File: src/rtl/vga_write_arbiter.sv
// Framebuffer write-port arbiter: grants one drawing engine per burst and forwards its pixel writes one cycle later.
// Build option: define ARB_ROUND_ROBIN_EN for round-robin priority; otherwise fixed priority (index 0 highest).
module vga_write_arbiter #(
    parameter int NREQ        = 4,
    parameter int nX          = 10,
    parameter int nY          = 9,
    parameter int COLOR_DEPTH = 9,
    parameter int MAX_BURST   = 4096
) (
    input  logic                        clk,
    input  logic                        resetn,
    input  logic [NREQ-1:0]             req,
    input  logic [NREQ-1:0]             wr_en,
    input  logic [NREQ*nX-1:0]          x_in,
    input  logic [NREQ*nY-1:0]          y_in,
    input  logic [NREQ*COLOR_DEPTH-1:0] color_in,
    output logic [NREQ-1:0]             grant,
    output logic [nX-1:0]               vga_x,
    output logic [nY-1:0]               vga_y,
    output logic [COLOR_DEPTH-1:0]      vga_color,
    output logic                        vga_write,
    output logic                        busy,
    output logic                        drop_err
);

    localparam int OW    = (NREQ > 1) ? $clog2(NREQ) : 1;
    localparam int CNT_W = (MAX_BURST > 1) ? $clog2(MAX_BURST) : 1;
    localparam logic [CNT_W-1:0] CNT_LAST = CNT_W'((MAX_BURST > 0) ? MAX_BURST - 1 : 0);

    typedef enum logic [1:0] {
        S_IDLE    = 2'd0,
        S_OWNED   = 2'd1,
        S_RELEASE = 2'd2
    } state_t;

    state_t                   r_state;
    state_t                   w_state_nxt;
    logic [OW-1:0]            r_owner;
    logic [OW-1:0]            w_owner_nxt;
    logic [CNT_W-1:0]         r_cnt;
    logic [CNT_W-1:0]         w_cnt_nxt;
    logic [NREQ-1:0]          r_mask;
    logic [NREQ-1:0]          w_mask_nxt;
    logic [NREQ-1:0]          r_grant;
    logic [NREQ-1:0]          w_grant_nxt;
    logic [nX-1:0]            r_vga_x;
    logic [nY-1:0]            r_vga_y;
    logic [COLOR_DEPTH-1:0]   r_vga_color;
    logic                     r_vga_write;
    logic                     r_drop_err;

    logic [NREQ-1:0]          w_cand;
    logic [NREQ-1:0]          w_owner_oh;
    logic [NREQ-1:0]          w_winner_oh;
    logic [OW-1:0]            w_winner;
    logic                     w_found;
    logic                     w_others;
    logic                     w_force;
    logic                     w_fwd;
    logic                     w_drop;

`ifdef ARB_ROUND_ROBIN_EN
    logic [OW-1:0]            r_last;
`endif

    // Winner search; the mask is dropped when it would hide every pending request.
    always_comb begin
        int idx;
        idx      = 0;
        w_cand   = req & ~r_mask;
        if (w_cand == '0) begin
            w_cand = req;
        end
        w_found  = 1'b0;
        w_winner = '0;
        for (int k = 0; k < NREQ; k++) begin
`ifdef ARB_ROUND_ROBIN_EN
            idx = (int'(r_last) + 1 + k) % NREQ;
`else
            idx = k;
`endif
            if (!w_found && w_cand[idx]) begin
                w_found  = 1'b1;
                w_winner = OW'(idx);
            end
        end
    end

    always_comb begin
        w_owner_oh           = '0;
        w_owner_oh[r_owner]  = 1'b1;
        w_winner_oh          = '0;
        w_winner_oh[w_winner] = 1'b1;
        w_others = |(req & ~w_owner_oh);
        w_force  = (MAX_BURST != 0) && (r_cnt == CNT_LAST) && w_others;
        w_fwd    = (r_state == S_OWNED) && wr_en[r_owner];
        w_drop   = |(wr_en & ~r_grant);
    end

    always_comb begin
        w_state_nxt = r_state;
        w_owner_nxt = r_owner;
        w_cnt_nxt   = r_cnt;
        w_mask_nxt  = r_mask;
        w_grant_nxt = r_grant;
        case (r_state)
            S_IDLE: begin
                w_grant_nxt = '0;
                if (w_found) begin
                    w_state_nxt = S_OWNED;
                    w_owner_nxt = w_winner;
                    w_grant_nxt = w_winner_oh;
                    w_cnt_nxt   = '0;
                    w_mask_nxt  = '0;
                end
            end
            S_OWNED: begin
                w_grant_nxt = w_owner_oh;
                if (!req[r_owner]) begin
                    w_state_nxt = S_RELEASE;
                    w_grant_nxt = '0;
                end else if (w_force) begin
                    // Preempted owner is masked so it loses the next arbitration.
                    w_state_nxt         = S_RELEASE;
                    w_grant_nxt         = '0;
                    w_mask_nxt[r_owner] = 1'b1;
                end else if (r_cnt != CNT_LAST) begin
                    w_cnt_nxt = r_cnt + CNT_W'(1);
                end
            end
            S_RELEASE: begin
                w_state_nxt = S_IDLE;
                w_grant_nxt = '0;
            end
            default: begin
                w_state_nxt = S_IDLE;
                w_grant_nxt = '0;
            end
        endcase
    end

    always_ff @(posedge clk or negedge resetn) begin
        if (!resetn) begin
            r_state     <= S_IDLE;
            r_owner     <= '0;
            r_cnt       <= '0;
            r_mask      <= '0;
            r_grant     <= '0;
            r_vga_write <= 1'b0;
            r_vga_x     <= '0;
            r_vga_y     <= '0;
            r_vga_color <= '0;
            r_drop_err  <= 1'b0;
        end else begin
            r_state     <= w_state_nxt;
            r_owner     <= w_owner_nxt;
            r_cnt       <= w_cnt_nxt;
            r_mask      <= w_mask_nxt;
            r_grant     <= w_grant_nxt;
            r_vga_write <= w_fwd;
            if (w_fwd) begin
                r_vga_x     <= x_in[r_owner*nX +: nX];
                r_vga_y     <= y_in[r_owner*nY +: nY];
                r_vga_color <= color_in[r_owner*COLOR_DEPTH +: COLOR_DEPTH];
            end
            if (w_drop) begin
                r_drop_err <= 1'b1;
            end
        end
    end

`ifdef ARB_ROUND_ROBIN_EN
    always_ff @(posedge clk or negedge resetn) begin
        if (!resetn) begin
            r_last <= OW'(NREQ - 1);
        end else if (r_state == S_IDLE && w_found) begin
            r_last <= w_winner;
        end
    end
`endif

    assign grant     = r_grant;
    assign vga_x     = r_vga_x;
    assign vga_y     = r_vga_y;
    assign vga_color = r_vga_color;
    assign vga_write = r_vga_write;
    assign busy      = (r_state != S_IDLE);
    assign drop_err  = r_drop_err;

endmodule
File: config.mk
export PLATFORM = sky130hd
export DESIGN_NAME = vga_write_arbiter
export DESIGN_NICKNAME = d
export VERILOG_FILES = /design/src/rtl/vga_write_arbiter.sv
export SDC_FILE = /design/constraint.sdc
export NUM_CORES = 1
export LEC_CHECK = 0
export ABC_AREA = 1
export CAP_MARGIN = 40
export CELL_PAD_IN_SITES_DETAIL_PLACEMENT = 1
export CELL_PAD_IN_SITES_GLOBAL_PLACEMENT = 2
export CORE_MARGIN = 2
export CORE_UTILIZATION = 19
export CTS_CLUSTER_SIZE = 40
export DETAILED_ROUTE_END_ITERATION = 7
export PLACE_DENSITY = 0.86
export SLEW_MARGIN = 5
export SYNTH_ARGS = -nofsm -noshare
export SYNTH_HDL_FRONTEND = slang
export SYNTH_SLANG_ARGS = --single-unit
File: constraint.sdc
create_clock -name clk -period 1.4 [get_ports clk]
set_input_delay 0.28 -clock clk [delete_from_list [all_inputs] [get_ports clk]]
set_output_delay 0.28 -clock clk [all_outputs]
set_load 0.02 [all_outputs]
==> run_1/clk_routes.png <==
(3 px per um)
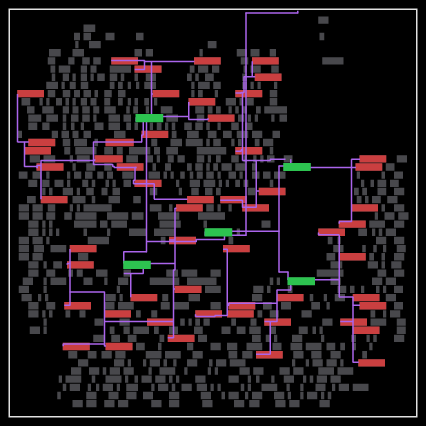
legend:
  green:
    item: clock drivers
    count: 5
  red:
    item: flip-flops
    count: 54
  purple:
    item: clock wires
    length: 939 um
routed clock nets: 6

==> run_1/io_fan.png <==
(3 px per um)
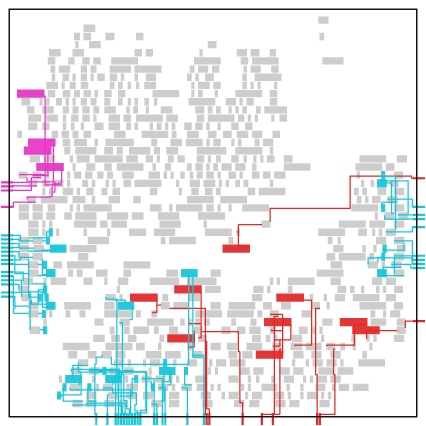
legend:
  magenta:
    port: grant
    direction: output
    end_cells: 4
    wire: 145 um
  red:
    port: vga_color
    direction: output
    end_cells: 9
    wire: 461 um
  cyan:
    port: x_in
    direction: input
    end_cells: 30
    wire: 1010 um

==> impl_metrics.yaml, run 1 <==
# generated from flow reports
final_timing:
  finalWorstSetupSlack_ps: -310.5
  drv_slew: 0
  hold_viol: 0
  setup_viol: 53
floorplanning:
  die_area_sq_um: 18310
  rows: 48
power_and_ir_drop:
  power.net_switching_mw: 5.747
  p_int_mw: 6.683
  power.group.top: "combinational cells"
  leakagePower_nw: 3.021
  p_comb_frac: 0.689
  seq_power_share: 0.205
setup_path:
  crit_path_frequent_cell: "nand2_2"
  cp_max_fo: 8
  arrival_ps: 1900
synth:
  ys_sh_adder: 0.003820
  xor_share: 0.01337
finish:
  largest_reg_flops: 12
  final_common_cell: "nand2_1"
  seq_area_frac: 0.2086
grt:
  grt_max_degree: 55
  met1_usage: 0.1903
  grt_use_met3: 0.02357
status:
  violations: "setup timing"
  status: "complete, but fails checks"
run:
  maxCapViolations: 0
clocking:
  cts_resized: 126
==> run_1/placement_by_type.png <==
(2 px per um)
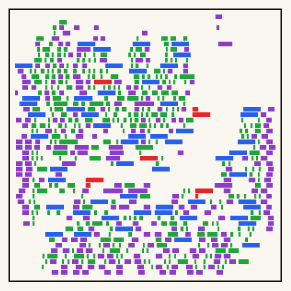
legend:
  blue:
    class: sequential cells
    cells: 54
  purple:
    class: remaining buffers and delay cells
    cells: 245
  green:
    class: combinational and other logic
    cells: 365
  red:
    class: clock drivers and dummy loads
    cells: 8

==> run_1/clocks.png <==
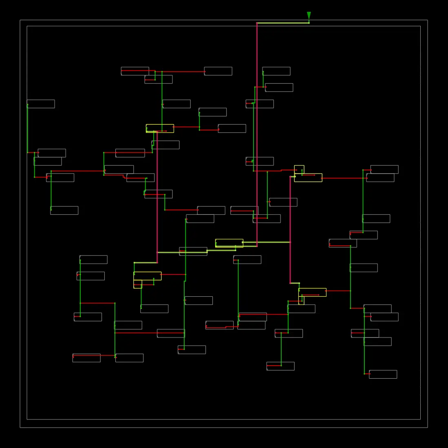
Seq cells: 54
TritonCTS buffer count: 5
CTS Sinks: 54
clock buffer count: 5

==> run_1/layer_met3.png <==
(3 px per um)
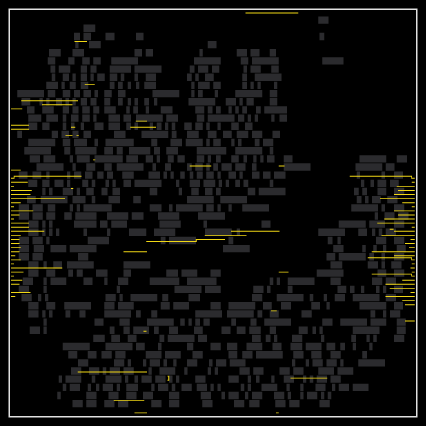

==> run 1 -> run 2 <==
--- a/config.mk
+++ b/config.mk
@@ -13,6 +13,7 @@
 export CORE_UTILIZATION = 19
 export CTS_CLUSTER_SIZE = 40
 export DETAILED_ROUTE_END_ITERATION = 7
+export MAX_ROUTING_LAYER = met4
 export PLACE_DENSITY = 0.86
 export SLEW_MARGIN = 5
 export SYNTH_ARGS = -nofsm -noshare
==> run_2/layer_met3.png <==
(3 px per um)
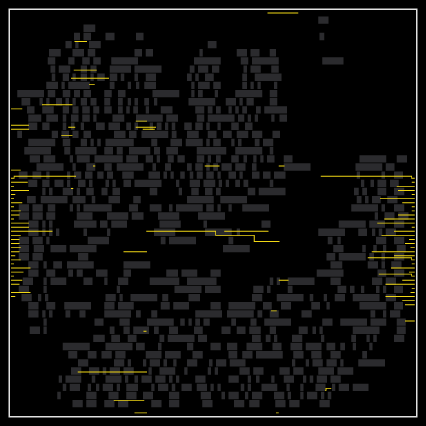
share of all routed wire: 3.4%
longest straight run: 30.1 um
main direction: horizontal

==> run 2 against run 1 <==
Clock power is essentially flat. First-iteration DRC count up 8.3%. Die size stayed put. Count of clock-buffer cells in the layout unchanged. Final cell count stayed put. Flip-flop count did not move. Core utilization fell by 0.051 points. Highest routed layer unchanged. The run still ends with setup timing left. Via count is essentially flat. Maximum frequency hardly changed.
==> impl_metrics.yaml, run 2 <==
# generated from flow reports
status:
  status: "complete, but fails checks"
  violations: "setup timing"
power_and_ir_drop:
  power.net_switching_mw: 5.767
  p_comb_frac: 0.689
  p_int_mw: 6.662
  seq_power_share: 0.206
  leakagePower_nw: 3.016
setup_path:
  crit_path_frequent_cell: "nand2_2"
  crit_type: "flop to flop"
clocking:
  cts_buffers: 5
  cts_num_sinks: 54
  cts_resized: 126
synth:
  ys_sh_adder: 0.003820
  ys.flop_type: "dfrtp_1"
floorplanning:
  die_area_sq_um: 18310
  rows: 48
finish:
  clockBufferCount: 5
  final_common_cell: "nand2_1"
  seq_area_frac: 0.2089
  ff_count: 54
  largest_reg_flops: 12
final_timing:
  finalWorstSetupSlack_ps: -311.9
  hold_viol: 0
  setup_viol: 53
  drv_slew: 0
  worst_pin_slew_ps: 324.2
grt:
  grt_max_degree: 55
  grt_use_met3: 0.02207
  met1_usage: 0.1910
run:
  maxCapViolations: 0
No activity file was given, so power comes from the tool's default toggle rates.
